`src/rtl/mode_ctrl_multi.sv`:
```
// mode_ctrl_multi: mode FSM that sequences multi-channel init with settle timing,
// retries and fault capture; all outputs registered alongside the state.
module mode_ctrl_multi #(
   parameter int N_INIT         = 4,
   parameter int TD_MODE_CHANGE = 100,
   parameter int TO_INIT        = 1000,
   parameter int MAX_RETRY      = 2
) (
   input  logic              clk,
   input  logic              rst,
   input  logic [7:0]        im_mode_byte,
   input  logic              i_rst_req,
   input  logic [N_INIT-1:0] im_ini_done,
   input  logic [N_INIT-1:0] im_ini_fail,
   output logic [N_INIT-1:0] om_ini_start,
   output logic [2:0]        om_mode_reg,
   output logic              o_tb_txen,
   output logic              o_mb_txen,
   output logic              o_down_en,
   output logic              o_fault,
   output logic [N_INIT-1:0] om_fail_map
);
   localparam logic [2:0] S_IDLE   = 3'd0;
   localparam logic [2:0] S_DOWN   = 3'd1;
   localparam logic [2:0] S_START  = 3'd2;
   localparam logic [2:0] S_SETTLE = 3'd3;
   localparam logic [2:0] S_RUN    = 3'd4;
   localparam logic [2:0] S_CON    = 3'd5;
   localparam logic [2:0] S_FAULT  = 3'd6;
   localparam int CW = $clog2(TO_INIT + 1);
   logic [2:0]        state, nxt, retries, retries_nxt, mode_nxt;
   logic [CW-1:0]     cnt, cnt_inc;
   logic [N_INIT-1:0] sticky, fail_map_nxt;
   logic              c_run, c_con, c_down, all_done, fail_ev, run_ok, can_retry;
   assign c_run     = im_mode_byte == 8'h00;
   assign c_con     = im_mode_byte == 8'h01;
   assign c_down    = im_mode_byte == 8'h02;
   assign all_done  = &sticky;
   // decisions use the post-increment count so SETTLE lasts exactly TD_MODE_CHANGE cycles minimum
   assign cnt_inc   = (cnt == CW'(TO_INIT)) ? cnt : cnt + CW'(1);
   assign fail_ev   = (|im_ini_fail) || (cnt_inc == CW'(TO_INIT) && !all_done);
   assign run_ok    = (cnt_inc >= CW'(TD_MODE_CHANGE)) && all_done;
   assign can_retry = retries < 3'(MAX_RETRY);
   always_comb begin
      nxt          = state;
      retries_nxt  = retries;
      fail_map_nxt = om_fail_map;
      case (state)
         S_IDLE:  nxt = c_down ? S_DOWN : S_IDLE;
         S_DOWN:  if (c_run || i_rst_req) begin
            nxt         = S_START;
            retries_nxt = '0;
         end
         S_START: nxt = S_SETTLE;
         S_SETTLE: if (fail_ev) begin
            fail_map_nxt = (|im_ini_fail) ? im_ini_fail : ~sticky;
            nxt          = can_retry ? S_START : S_FAULT;
            retries_nxt  = can_retry ? retries + 3'd1 : retries;
         end else if (run_ok) begin
            nxt          = S_RUN;
            fail_map_nxt = '0;
         end
         S_RUN: if (c_down) nxt = S_DOWN;
         else if (i_rst_req) begin
            nxt         = S_START;
            retries_nxt = '0;
         end else if (c_con) nxt = S_CON;
         S_CON: if (c_down) nxt = S_DOWN;
         else if (i_rst_req) begin
            nxt         = S_START;
            retries_nxt = '0;
         end else if (c_run) nxt = S_RUN;
         S_FAULT: if (c_down) begin
            nxt          = S_DOWN;
            fail_map_nxt = '0;
         end
         default: nxt = S_IDLE;
      endcase
   end
   always_comb
      mode_nxt = (nxt == S_DOWN)                        ? 3'b100 :
                 (nxt == S_START || nxt == S_SETTLE)    ? 3'b111 :
                 (nxt == S_RUN)                         ? 3'b001 :
                 (nxt == S_CON)                         ? 3'b010 :
                 (nxt == S_FAULT)                       ? 3'b110 : 3'b000;
   always_ff @(posedge clk) begin
      if (rst) begin
         state        <= S_IDLE;
         retries      <= '0;
         cnt          <= '0;
         sticky       <= '0;
         om_mode_reg  <= 3'b000;
         om_ini_start <= '0;
         om_fail_map  <= '0;
         o_tb_txen    <= 1'b0;
         o_mb_txen    <= 1'b1;
         o_down_en    <= 1'b0;
         o_fault      <= 1'b0;
      end else begin
         state        <= nxt;
         retries      <= retries_nxt;
         cnt          <= (state == S_START) ? '0 : (state == S_SETTLE) ? cnt_inc : cnt;
         sticky       <= (state == S_START) ? '0 : (state == S_SETTLE) ? sticky | im_ini_done : sticky;
         om_mode_reg  <= mode_nxt;
         om_ini_start <= {N_INIT{nxt == S_START}};
         om_fail_map  <= fail_map_nxt;
         o_tb_txen    <= nxt == S_RUN || nxt == S_CON;
         o_mb_txen    <= 1'b1;
         o_down_en    <= nxt == S_DOWN;
         o_fault      <= nxt == S_FAULT;
      end
   end
endmodule

```
`config.mk`:
```
export PLATFORM = sky130hd
export DESIGN_NAME = mode_ctrl_multi
export DESIGN_NICKNAME = d
export VERILOG_FILES = /design/src/rtl/mode_ctrl_multi.sv
export SDC_FILE = /design/constraint.sdc
export NUM_CORES = 1
export LEC_CHECK = 0
export CORE_ASPECT_RATIO = 0.5
export CORE_UTILIZATION = 45
export DETAILED_ROUTE_END_ITERATION = 7
export GPL_TIMING_DRIVEN = 0
export PLACE_DENSITY_LB_ADDON = 0.2
export SYNTH_ARGS = -nofsm -noshare
export SYNTH_HDL_FRONTEND = slang
export SYNTH_SLANG_ARGS = --single-unit
```
`constraint.sdc`:
```
create_clock -name clk -period 3.1 [get_ports clk]
set_input_delay 0.62 -clock clk [delete_from_list [all_inputs] [get_ports clk]]
set_output_delay 0.62 -clock clk [all_outputs]
set_load 0.02 [all_outputs]
```
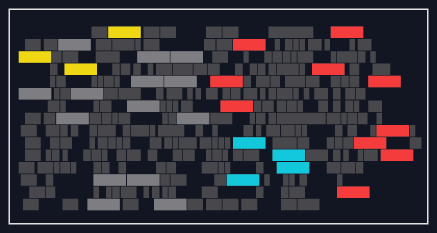
(images/flops_by_reg.png)
Other sequential cells in the stronger grey, the rest of the logic in the fainter grey.
cyan -> sticky  # flops 4
yellow -> om_mode_reg  # flops 3
red -> cnt  # flops 10
Final Core Density: 63.5%
register area: 621 sq um
Power Sequential: 420 uW

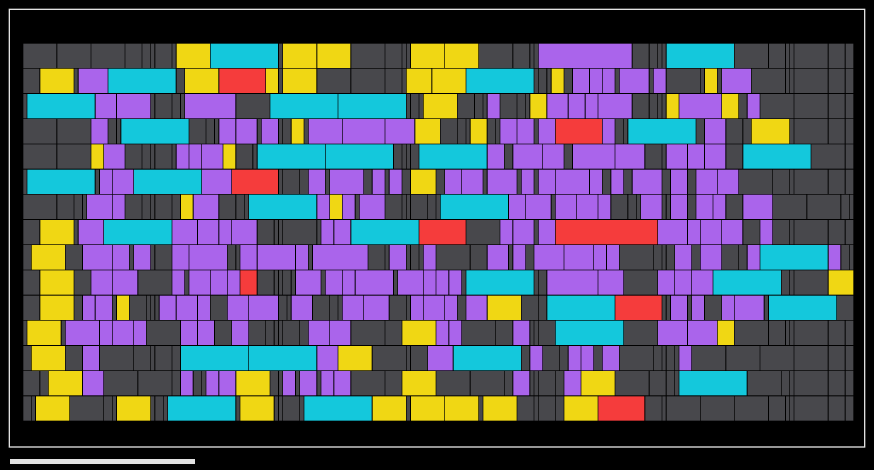
(images/placement_by_type.png)
The bar under the picture is 20 um long. Fill, decap, tap and diode cells in grey.
purple -> combinational and other logic  # cells 182, share of their area 49%
yellow -> other buffers and delay cells  # cells 50, share of their area 18%
red -> clock drivers and dummy loads  # cells 8, share of their area 5.2%
cyan -> flops  # cells 31, share of their area 27%
Std-Cell Rows: 15
Seq/total area: 26.7%
fin area: 2320 sq um

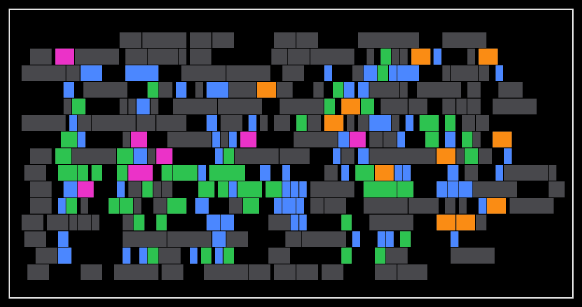
(images/logic_types.png)
blue -> NOR gates  # cells 68
orange -> XOR/XNOR gates  # cells 11
green -> inverting AOI/OAI gates  # cells 46
magenta -> AND-OR and OR-AND gates  # cells 7

==> job_summary.md <==
## Synthesis and layout report

| Metric | Value |
|---|---|
| Status | `completed` |
| Die Y-Extent | `47.1 um` |
| First DRT Iteration DRCs | `98` |
| Inverter count | `4` |
| Top cell type by instance count after synthesis | `nor2_1` |
| Hold EP | `om_fail_map[1]$_SDFFE_PP0P_` |
| Total wire length | `4290 um` |
| Power per cell area | `438 nW/um^2` |
| Clk ins delay skew pair | `0.29 ns` |
| Period utilization | `90.4%` |
| Logic share of the area | `47.2%` |
| Leak pwr | `0.868 nW` |
| Most flops, register | `cnt` |
| CTS Root Cell | `clkbuf_8` |
| Non-clk bufs | `50` |
| Max Cap Violations | `0` |
| Post-synth EDFFs | `0` |
| Max reg flops | `10` |
| Post-synth top area cell | `dfxtp_1` |
| Vias in the first global route | `1558` |
| Top delay family on crit path | `AND-OR/OR-AND gates` |
| Syn avg cell area | `7.89 sq um` |
| Sequential fraction of the synthesis area | `33.9%` |
| Post-CTS setup buffer count | `0` |
| WS Path Type | `in -> reg` |
| Critical Path Source | `im_mode_byte[5]` |
| Post-DP HPWL | `3230 um` |
| Async set-reset flop share out of synthesis | `0%` |
| RSZ-0062 raised after global routing | `false` |
| Horiz. Die Dim | `92.2 um` |
| Combinational Area | `1100 sq um` |
| Netlist cell types | `52` |
| Hold Crit Class | `reg -> reg` |
| Comb. pwr | `176 uW` |
| First-pass GRT wire length | `7110 um` |
| Peak fanout along the critical path | `7` |
| GRT Util Overall | `21.6%` |
| Crit path launch type | `input port` |
| H-tree Lvls | `2` |
| Post-Syn Area | `1830 sq um` |
| YS chip area | `1830 sq um` |
| Core area | `3660 sq um` |
| Die footprint | `4340 sq um` |
| Setup TNS | `0 ns` |
| Crit path capture | `om_mode_reg[0]$_SDFF_PP0_` |
| Clk_skew | `0.00293 ns` |
| Post-cts sizing count | `0` |
| Worst Max-Slew Pin Slew | `0.577 ns` |
| Deepest clock path buffer count | `2` |
| Area Overhead vs Synth | `26.9%` |
| Largest registers | `cnt x10, om_fail_map x4, sticky x4` |
| Worst IR Drop VDD | `0.300 mV` |
| Drt pass-1 iters | `4` |
| Largest net degree at the start of global routing | `11` |
| Setup crit end kind | `register` |
| Num tapcells | `51` |
| Reg2reg start | `cnt[0]$_SDFFE_PP0P_` |
| TritonCTS clock tree | `done` |
| Sw Pwr | `260 uW` |
| Post-synthesis cell count | `232` |
| Worst Path Buf+Inv | `2` |
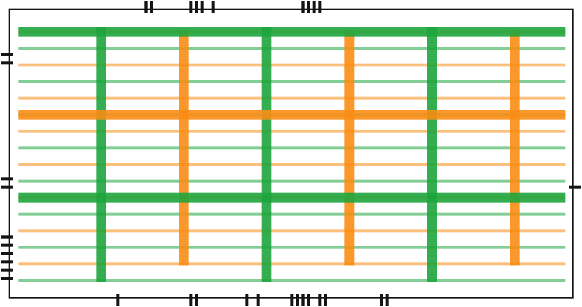
(images/power_grid.png)
Pins as bars on the die edge.
green -> VSS
orange -> VDD
rows = 15
met1 rails = 16
met4 straps = 6
met5 straps = 3
signal pins = 34

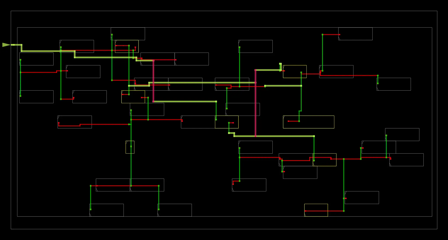
(images/clocks.png)
# clock sinks: 31
TritonCTS Buffers: 5
clk_buf instances: 6
flop count: 31
Clk power: 420 uW

==> metal layers <==
metal / wire length, um / vias up / track usage (%)
met4: 23 / 0 / 5.31
li1: - / 898 / -
met2: 1980 / 59 / 36.1
met3: 255 / 5 / 6.80
met1: 2040 / 834 / 28.2
met5: 0 / - / 0
==> logic make-up after synthesis <==
kind of cell	synth area share [%]
simple gates	32.1
compound gates	19.7
flops	33.9
buf+inv	6.22
xor+xnor	5.26
fa+ha+maj	2.05
other cells	0.205
mux	0.547
==> stage by stage <==
step	power [mW]	instance area, sq um	worst slack, ns	cells
detailed placement	0.605	2200	0.0510	314
global route	1.06	2320	0.104	322
floorplan	0.533	1830	0.745	232
CTS	1.02	2320	0.332	322
global placement	0.601	2200	0.114	314
finish	1.02	2320	0.298	322
Power and IR drop assume default switching activity.
